**Clock nets**

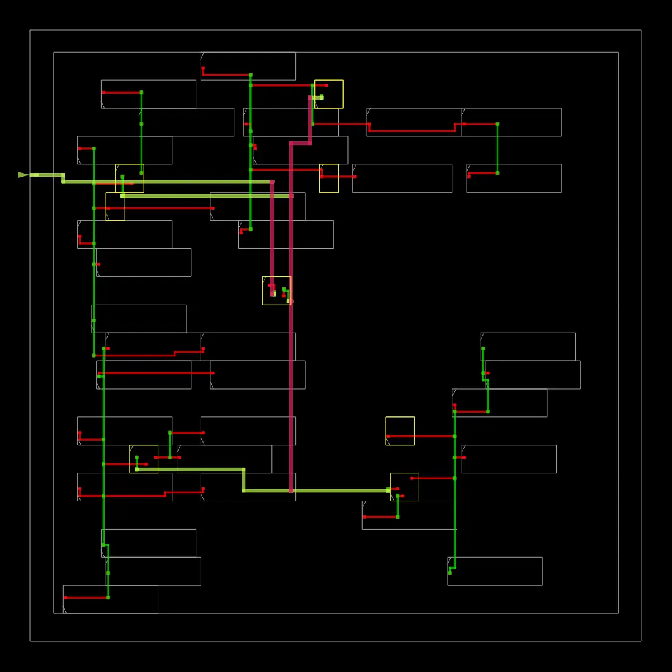
**Wiring by layer**

Scale: 4 px per um. Only two layers are drawn.
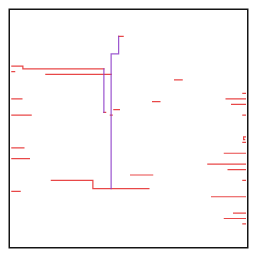
==> config.mk <==
export PLATFORM = sky130hd
export DESIGN_NAME = reflet_int_ctrl
export DESIGN_NICKNAME = d
export VERILOG_FILES = /design/src/rtl/reflet_int_ctrl.sv
export SDC_FILE = /design/constraint.sdc
export NUM_CORES = 1
export LEC_CHECK = 0
export CAP_MARGIN = 0
export CORE_MARGIN = 2
export CORE_UTILIZATION = 48
export CTS_CLUSTER_SIZE = 20
export DETAILED_ROUTE_END_ITERATION = 8
export GPL_TIMING_DRIVEN = 0
export PLACE_DENSITY = 0.78
export SYNTH_ARGS = -nofsm -noshare
export SYNTH_HDL_FRONTEND = slang
export SYNTH_SLANG_ARGS = --single-unit
==> constraint.sdc <==
create_clock -name clk -period 1.8 [get_ports clk]
set_input_delay 0.36 -clock clk [delete_from_list [all_inputs] [get_ports clk]]
set_output_delay 0.36 -clock clk [all_outputs]
set_load 0.005 [all_outputs]
==> results.yml <==
# yosys + openroad results
run_status:
  status: "complete, no violations"
synthesis:
  avgSynthCellArea_um2: 12.02
  synth-async-reset-ratio_pct: 100.0
  yosysTopAreaCell: "dfrtp_1"
  edf_count: 0
  yosysWarnings: 0
  top_area_share_pct: 56.31
  synth_top_flop_cell: "dfrtp_1"
  top_cell: "dfrtp_1"
  syn-instance-count: 122
  synth_flops: 33
finish:
  final_cell_count_no_fill: 198
  layout.nets: 187
  drive_gt1_share_pct: 25.45
  fill_cells: 251
  finalInstanceArea_mm2: 0.001903
flow_run:
  openroad.warnings: 30
  drv_cap: 0
worst_hold_path:
  hold_class: "primary input to async pin"
cts:
  root_buffer: "clkbuf_4"
grt:
  grt_max_degree: 34
  grt_pass1_wl_mm: 4.554
  antenna_found_initial: 0
floorplan:
  die_x_um: 59.27
  die_h_um: 59.27
  rows: 20
  io_pins: 35
  chipArea_mm2: 0.003513
  core_mm2: 0.002978
  core_util_floorplan_pct: 49.24
final_timing:
  finalClockPeriodUsage_pct: 96.35
  fin_crit_ns: 1.734
  maxSlewViolCount: 0
  rsz0062_at_grt: "false"
  timing.hold.ws_ns: 0.05112
  slew_headroom_pct: 53.79
  fin_skew_ns: 0.01154
placed_design:
  dp_hpwl_mm: 1.881
  port_buffers: 27
drt:
  routedWlPerCell_um: 13.67
  viasPerCell: 5.354
  antenna_left: 0
  dr.first_iter.drc_count: 27
worst_setup_path:
  rrSetupSlack_ns: 0.13
  crit_arrival_ns: 1.37
  crit_path_start_kind: "flip-flop"
  critPathMaxFanout: 3
  cp.required_ns: 1.44
  path_class: "flip-flop to output pin"
power_and_ir_drop:
  finalPower_mw: 1.715
  vdd_drop_max_uv: 581.7
## Picture notes: 'clock nets'
flop count: 33
Sink Count: 33
worst skew pair latency: 0.34 ns

## Picture notes: 'wiring by layer'
legend:
  purple:
    layer: met4
    wire_length: 50.8 um
  red:
    layer: met3
    wire_length: 145 um
GRT Total Usage: 18.06%
final wirelength: 2.707 mm
via count: 1,060

## repair_timing
action / in CTS / in global routing
resized: 9 / 5
buffers inserted: 7 / 1
setup endpoints to repair: 4 / 3
## per-layer routing
metal	share of wire, %	up-vias	track usage, %
li1	-	520	-
met1	42	499	19.89
met2	51	35	31.08
met3	5.3	6	6.769
met4	1.8	0	7.468
met5	0	-	0
## per-stage QoR
stage	worst slack [ns]	utilization, %
5_1_grt	0.002531	63.91
3_3_place_gp	-0.2402	59.96
4_1_cts	0.02431	63.66
3_5_place_dp	-0.2762	59.96
2_1_floorplan	0.2716	-
6_report	0.06573	63.91
## power by group
group          total, mW  switching, mW  internal [mW]
logic              0.434          0.180          0.253
registers          0.881         0.0727          0.808
clock network      0.401          0.254          0.147
total               1.72          0.507           1.21
## cells by family (layout without fill, tap and decap cells)
family,count (synthesis),count (layout),synth area share (%)
simple gates,49,49,20.39
flops,33,33,56.31
compound gates,19,19,10.24
mux,11,11,9.130
buf+inv,9,50,3.668
other cells,1,3,0.2557
## worst max-delay path, stage by stage, from the launching register on
cell	delay (ns)
dfrtp_1	0.43
nor2b_4	0.14
buf_4	0.12
and3_1	0.15
clkdlybuf4s15_1	0.19
## area by class of cell
class	instances	area (um2)	share of cell area, %
Tap cell	33	41.29	2.170
Timing Repair Buffer	35	319.1	16.77
Multi-Input combinational cell	82	613.1	32.22
Clock inverter	3	17.52	0.9204
Sequential cell	33	828.3	43.52
Buffer	6	42.54	2.235
Inverter	1	3.754	0.1972
Clock buffer	5	37.54	1.972
## cell usage in the layout (no fill, tap or decap), types with 2 or more instances in the layout
master	instances
mux2_2	9
conb_1	3
a211oi_1	5
dfrtp_2	2
a21oi_1	2
clkdlybuf4s15_1	2
dfrtp_1	31
nor4_4	2
nor2b_1	3
clkdlybuf4s50_1	22
nor3_1	2
a22o_1	2
o41ai_1	4
or3b_1	2
nand2_1	22
a311oi_1	2
buf_4	11
nand2b_1	6
nor2_1	2
clkinv_2	2
buf_2	2
clkbuf_4	5
Power is estimated from default activity; no workload was simulated.
